**A small window of the routed layout**

The bar under the picture is 10 µm long. Window x 37 to 77, y 14 to 54 µm. Cells in grey, sequential cells in the stronger grey; small squares are vias.
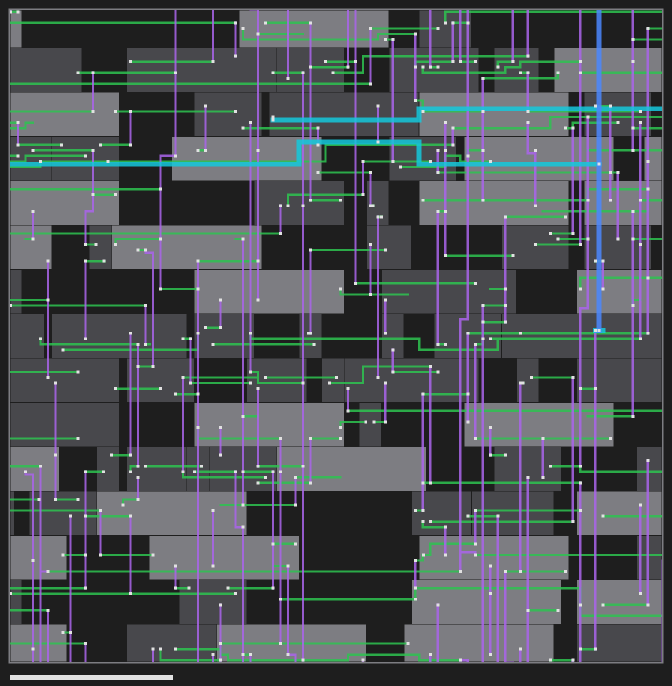
**Met1 routing**

The bar under the picture is 20 µm long. Supply wires on this layer in grey. Cells faint in the background.
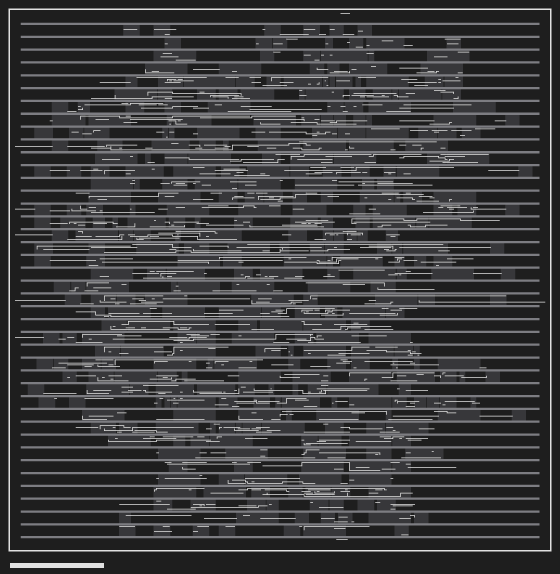
**Routing congestion map**

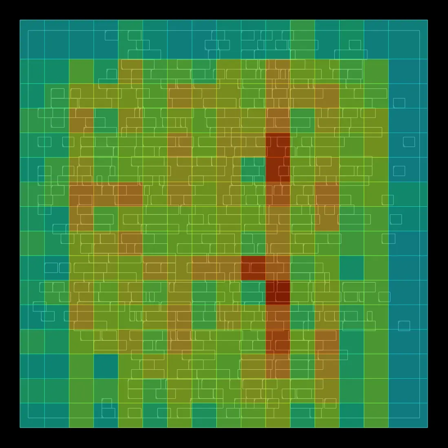
**The metal 2 layer**

The bar under the picture is 20 µm long. Cells faint in the background.
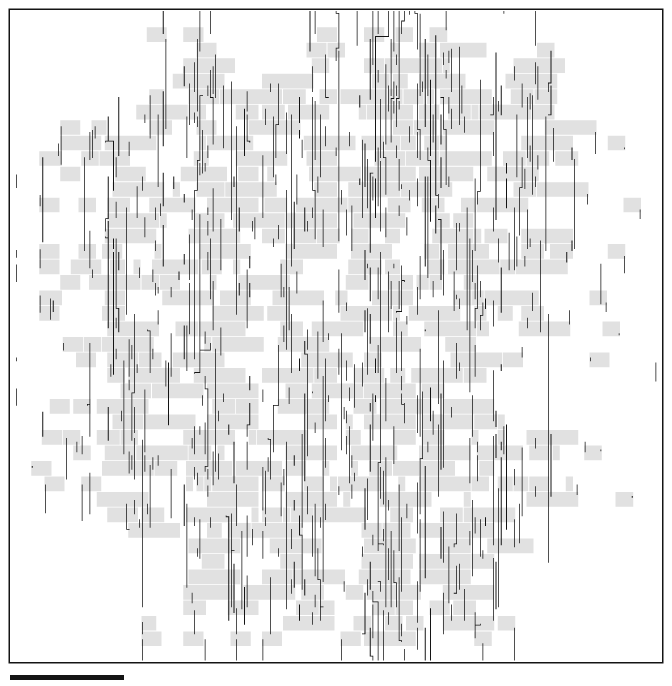
[src/rtl/adder_pkg.sv]
// Shared defaults, mode encoding and chunk sizing for the pipelined ripple-carry adder.
// No logic; imported by the adder top and its chunk cell.
package adder_pkg;

    localparam int DEF_WIDTH  = 16;
    localparam int DEF_STAGES = 4;

    typedef enum logic {
        MODE_ADD = 1'b0,
        MODE_SUB = 1'b1
    } mode_e;

    function automatic int chunk_width(input int width, input int stages);
        return width / stages;
    endfunction

endpackage

[src/rtl/rca_chunk.sv]
// Combinational CHUNK-bit ripple of full-adder cells.
// Latency: 0 cycles (pure logic). Backpressure: none, no state.
module rca_chunk #(
    parameter int W = 4
) (
    input  logic [W-1:0] a,
    input  logic [W-1:0] b,
    input  logic         ci,
    output logic [W-1:0] s,
    output logic         co,
    output logic         c_msb_in
);

    logic [W:0] w_c;

    always_comb begin
        w_c    = '0;
        s      = '0;
        w_c[0] = ci;
        for (int i = 0; i < W; i++) begin
            s[i]     = a[i] ^ b[i] ^ w_c[i];
            w_c[i+1] = (a[i] & b[i]) | (w_c[i] & (a[i] ^ b[i]));
        end
    end

    assign co       = w_c[W];
    assign c_msb_in = w_c[W-1];

endmodule

[src/rtl/pipelined_rc_adder.sv]
// Pipelined ripple-carry add/subtract: one CHUNK of the carry chain resolved per stage.
// Latency: STAGES cycles accept-to-out_valid; 1 op/cycle sustained.
// Backpressure: ready_k = !valid_k || ready_{k+1}; empty stages fill while the output is stalled.
module pipelined_rc_adder
    import adder_pkg::*;
#(
    parameter int WIDTH  = DEF_WIDTH,
    parameter int STAGES = DEF_STAGES
) (
    input  logic             clk,
    input  logic             rst_n,
    input  logic             in_valid,
    output logic             in_ready,
    input  logic [WIDTH-1:0] a,
    input  logic [WIDTH-1:0] b,
    input  logic             cin,
    input  logic             sub,
    output logic             out_valid,
    input  logic             out_ready,
    output logic [WIDTH-1:0] sum,
    output logic             cout,
    output logic             ovf
);

    localparam int CHUNK = chunk_width(WIDTH, STAGES);

    if (WIDTH % STAGES != 0) begin : g_chk
        $error("pipelined_rc_adder: WIDTH must be a multiple of STAGES");
    end

    // Each stage keeps only the operand bits not yet consumed and the sum bits already finished,
    // so the operand registers shrink and the sum register grows by CHUNK per stage.
    for (genvar k = 0; k < STAGES; k++) begin : g_stage
        localparam int SRCW  = WIDTH - k * CHUNK;
        localparam int DONEW = (k + 1) * CHUNK;

        logic             w_src_vld;
        logic             w_src_c;
        logic [SRCW-1:0]  w_src_a;
        logic [SRCW-1:0]  w_src_b;
        logic [DONEW-1:0] w_s_nxt;
        logic [CHUNK-1:0] w_s;
        logic             w_co;
        logic             w_cm;
        logic             w_rdy;
        logic             w_rdy_nxt;
        logic             w_load;

        logic             r_vld;
        logic             r_c;
        logic [DONEW-1:0] r_s;

        if (k == 0) begin : g_in
            assign w_src_vld = in_valid;
            assign w_src_a   = a;
            assign w_src_b   = (sub == MODE_SUB) ? ~b : b;
            assign w_src_c   = (sub == MODE_SUB) ? 1'b1 : cin;
            assign w_s_nxt   = w_s;
        end else begin : g_in
            assign w_src_vld = g_stage[k-1].r_vld;
            assign w_src_a   = g_stage[k-1].g_fwd.r_a;
            assign w_src_b   = g_stage[k-1].g_fwd.r_b;
            assign w_src_c   = g_stage[k-1].r_c;
            assign w_s_nxt   = {w_s, g_stage[k-1].r_s};
        end

        rca_chunk #(.W(CHUNK)) u_chunk (
            .a        (w_src_a[CHUNK-1:0]),
            .b        (w_src_b[CHUNK-1:0]),
            .ci       (w_src_c),
            .s        (w_s),
            .co       (w_co),
            .c_msb_in (w_cm)
        );

        assign w_rdy  = !r_vld || w_rdy_nxt;
        assign w_load = w_rdy && w_src_vld;

        always_ff @(posedge clk or negedge rst_n) begin
            if (!rst_n) begin
                r_vld <= 1'b0;
                r_c   <= 1'b0;
                r_s   <= '0;
            end else begin
                if (w_rdy) begin
                    r_vld <= w_src_vld;
                end
                if (w_load) begin
                    r_c <= w_co;
                    r_s <= w_s_nxt;
                end
            end
        end

        if (k < STAGES - 1) begin : g_fwd
            logic [SRCW-CHUNK-1:0] r_a;
            logic [SRCW-CHUNK-1:0] r_b;
            logic                  w_cm_unused;

            assign w_rdy_nxt   = g_stage[k+1].w_rdy;
            assign w_cm_unused = w_cm;

            always_ff @(posedge clk or negedge rst_n) begin
                if (!rst_n) begin
                    r_a <= '0;
                    r_b <= '0;
                end else if (w_load) begin
                    r_a <= w_src_a[SRCW-1:CHUNK];
                    r_b <= w_src_b[SRCW-1:CHUNK];
                end
            end
        end else begin : g_last
            logic r_ov;

            assign w_rdy_nxt = out_ready;

            always_ff @(posedge clk or negedge rst_n) begin
                if (!rst_n) begin
                    r_ov <= 1'b0;
                end else if (w_load) begin
                    r_ov <= w_co ^ w_cm;
                end
            end
        end
    end

    assign in_ready  = g_stage[0].w_rdy;
    assign out_valid = g_stage[STAGES-1].r_vld;
    assign sum       = g_stage[STAGES-1].r_s;
    assign cout      = g_stage[STAGES-1].r_c;
    assign ovf       = g_stage[STAGES-1].g_last.r_ov;

endmodule

[config.mk]
export PLATFORM = sky130hd
export DESIGN_NAME = pipelined_rc_adder
export DESIGN_NICKNAME = d
export VERILOG_FILES = /design/src/rtl/adder_pkg.sv /design/src/rtl/rca_chunk.sv /design/src/rtl/pipelined_rc_adder.sv
export SDC_FILE = /design/constraint.sdc
export NUM_CORES = 1
export LEC_CHECK = 0
export CAP_MARGIN = 15
export CORE_MARGIN = 2
export CORE_UTILIZATION = 35
export DETAILED_ROUTE_END_ITERATION = 8
export PLACE_DENSITY = 0.59
export SETUP_SLACK_MARGIN = 0.5
export SYNTH_ARGS = -nofsm -noshare
export SYNTH_HDL_FRONTEND = slang
export SYNTH_SLANG_ARGS = --single-unit
[constraint.sdc]
create_clock -name clk -period 2.05 [get_ports clk]
set_input_delay 0.3075 -clock clk [delete_from_list [all_inputs] [get_ports clk]]
set_output_delay 0.3075 -clock clk [all_outputs]
set_load 0.02 [all_outputs]
==> flow_summary.toml <==
# physical design summary
[global_route]
gr-total-overflow = 0
grt_max_degree = 45

[min_path]
hold_path_class = "input pin to register"
min_delay_worst_endpoint = "out_valid"

[synthesis]
area_leaders = "sky130_fd_sc_hd__dfrtp_1 57%, sky130_fd_sc_hd__mux2_2 20%, sky130_fd_sc_hd__fa_1 7.5%"
synth_cell_type_count = 20

[power]
power.ir.vdd_worst_mv = 0.5011
power.clock.total_mw = 1.84
power.internal_mw = 5.096
seq-power_mw = 3.00

[final_timing]
timing.final.hold_violations = 0
report.final.setup_viol = 5
layout_setup_ws_ps = -104.4

[clock_network]
post_cts.repair.setup_buffers = 3
ctsRootBufferMaster = "sky130_fd_sc_hd__clkbuf_16"
clk_ins_delay_skew_pair_ps = 340

[outcome]
outcome = "finished, violations left"
failed_checks = "setup timing"

[layout]
comb_area_share_pct = 30.75
post_route_cells_drive_above_1_share_pct = 44.85

[floorplanning]
fp-row-count = 40

[placed_design]
globalplace.congestion = 0.7010
Back to the opening pictures, 'a small window of the routed layout':
- metal 2: purple
- metal 3: cyan
- metal 1: green
- metal 4: blue
- most frequent: dfrtp_1 (23), mux2_2 (14), inv_1 (8)
- cells with their middle in the window: 68
- netlist names of flops here include: `g_stage.g_fwd.r_a` (8), `g_stage.g_fwd.r_b` (8), `g_stage.r_s` (3)
- sequential cells in the window: 23

Back to the opening pictures, 'met1 routing':
- longest straight run: 41.4 µm
- main direction: horizontal

Back to the opening pictures, 'routing congestion map':
overall fraction of global-route tracks in use: 12.64%
met3 track demand over resource: 2.065%

Back to the opening pictures, 'the metal 2 layer':
- share of all routed wire: 47%
- wire length on this layer: 3710 µm
- main direction: vertical
- nets with wire on the layer: 387
- longest straight run: 43.5 µm

## placed cells by master, fill, tap and decap left out
master	netlist	routed
sky130_fd_sc_hd__xor2_1	12	11
sky130_fd_sc_hd__clkbuf_8	0	2
sky130_fd_sc_hd__dlygate4sd2_1	0	22
sky130_fd_sc_hd__xnor2_4	0	1
sky130_fd_sc_hd__inv_2	0	13
sky130_fd_sc_hd__clkinvlp_4	0	2
sky130_fd_sc_hd__nand3b_4	0	1
sky130_fd_sc_hd__bufinv_16	0	2
sky130_fd_sc_hd__nand4b_1	1	1
sky130_fd_sc_hd__mux2_2	74	60
sky130_fd_sc_hd__mux2_4	6	20
sky130_fd_sc_hd__buf_2	1	1
sky130_fd_sc_hd__dfrtp_1	97	95
sky130_fd_sc_hd__fa_2	0	16
sky130_fd_sc_hd__nand2b_1	5	5
sky130_fd_sc_hd__o21ai_4	0	1
sky130_fd_sc_hd__nand2_2	2	3
sky130_fd_sc_hd__xor2_2	0	1
sky130_fd_sc_hd__clkbuf_1	0	1
sky130_fd_sc_hd__nor2_4	0	1
sky130_fd_sc_hd__buf_6	2	6
sky130_fd_sc_hd__nand2_1	2	1
sky130_fd_sc_hd__clkdlybuf4s50_1	0	31
sky130_fd_sc_hd__mux2i_1	13	13
sky130_fd_sc_hd__xnor2_1	5	4
sky130_fd_sc_hd__dfrtp_2	0	2
sky130_fd_sc_hd__buf_4	6	22
sky130_fd_sc_hd__buf_12	1	4
sky130_fd_sc_hd__or2_4	0	1
sky130_fd_sc_hd__dlygate4sd3_1	0	1
sky130_fd_sc_hd__inv_1	37	24
sky130_fd_sc_hd__clkbuf_16	0	11
## metal layers
layer	wire length (µm)	global-route usage (%)
met4	134	6.341
met5	0	0
met1	3751	17.44
met2	3712	19.41
met3	235	2.065
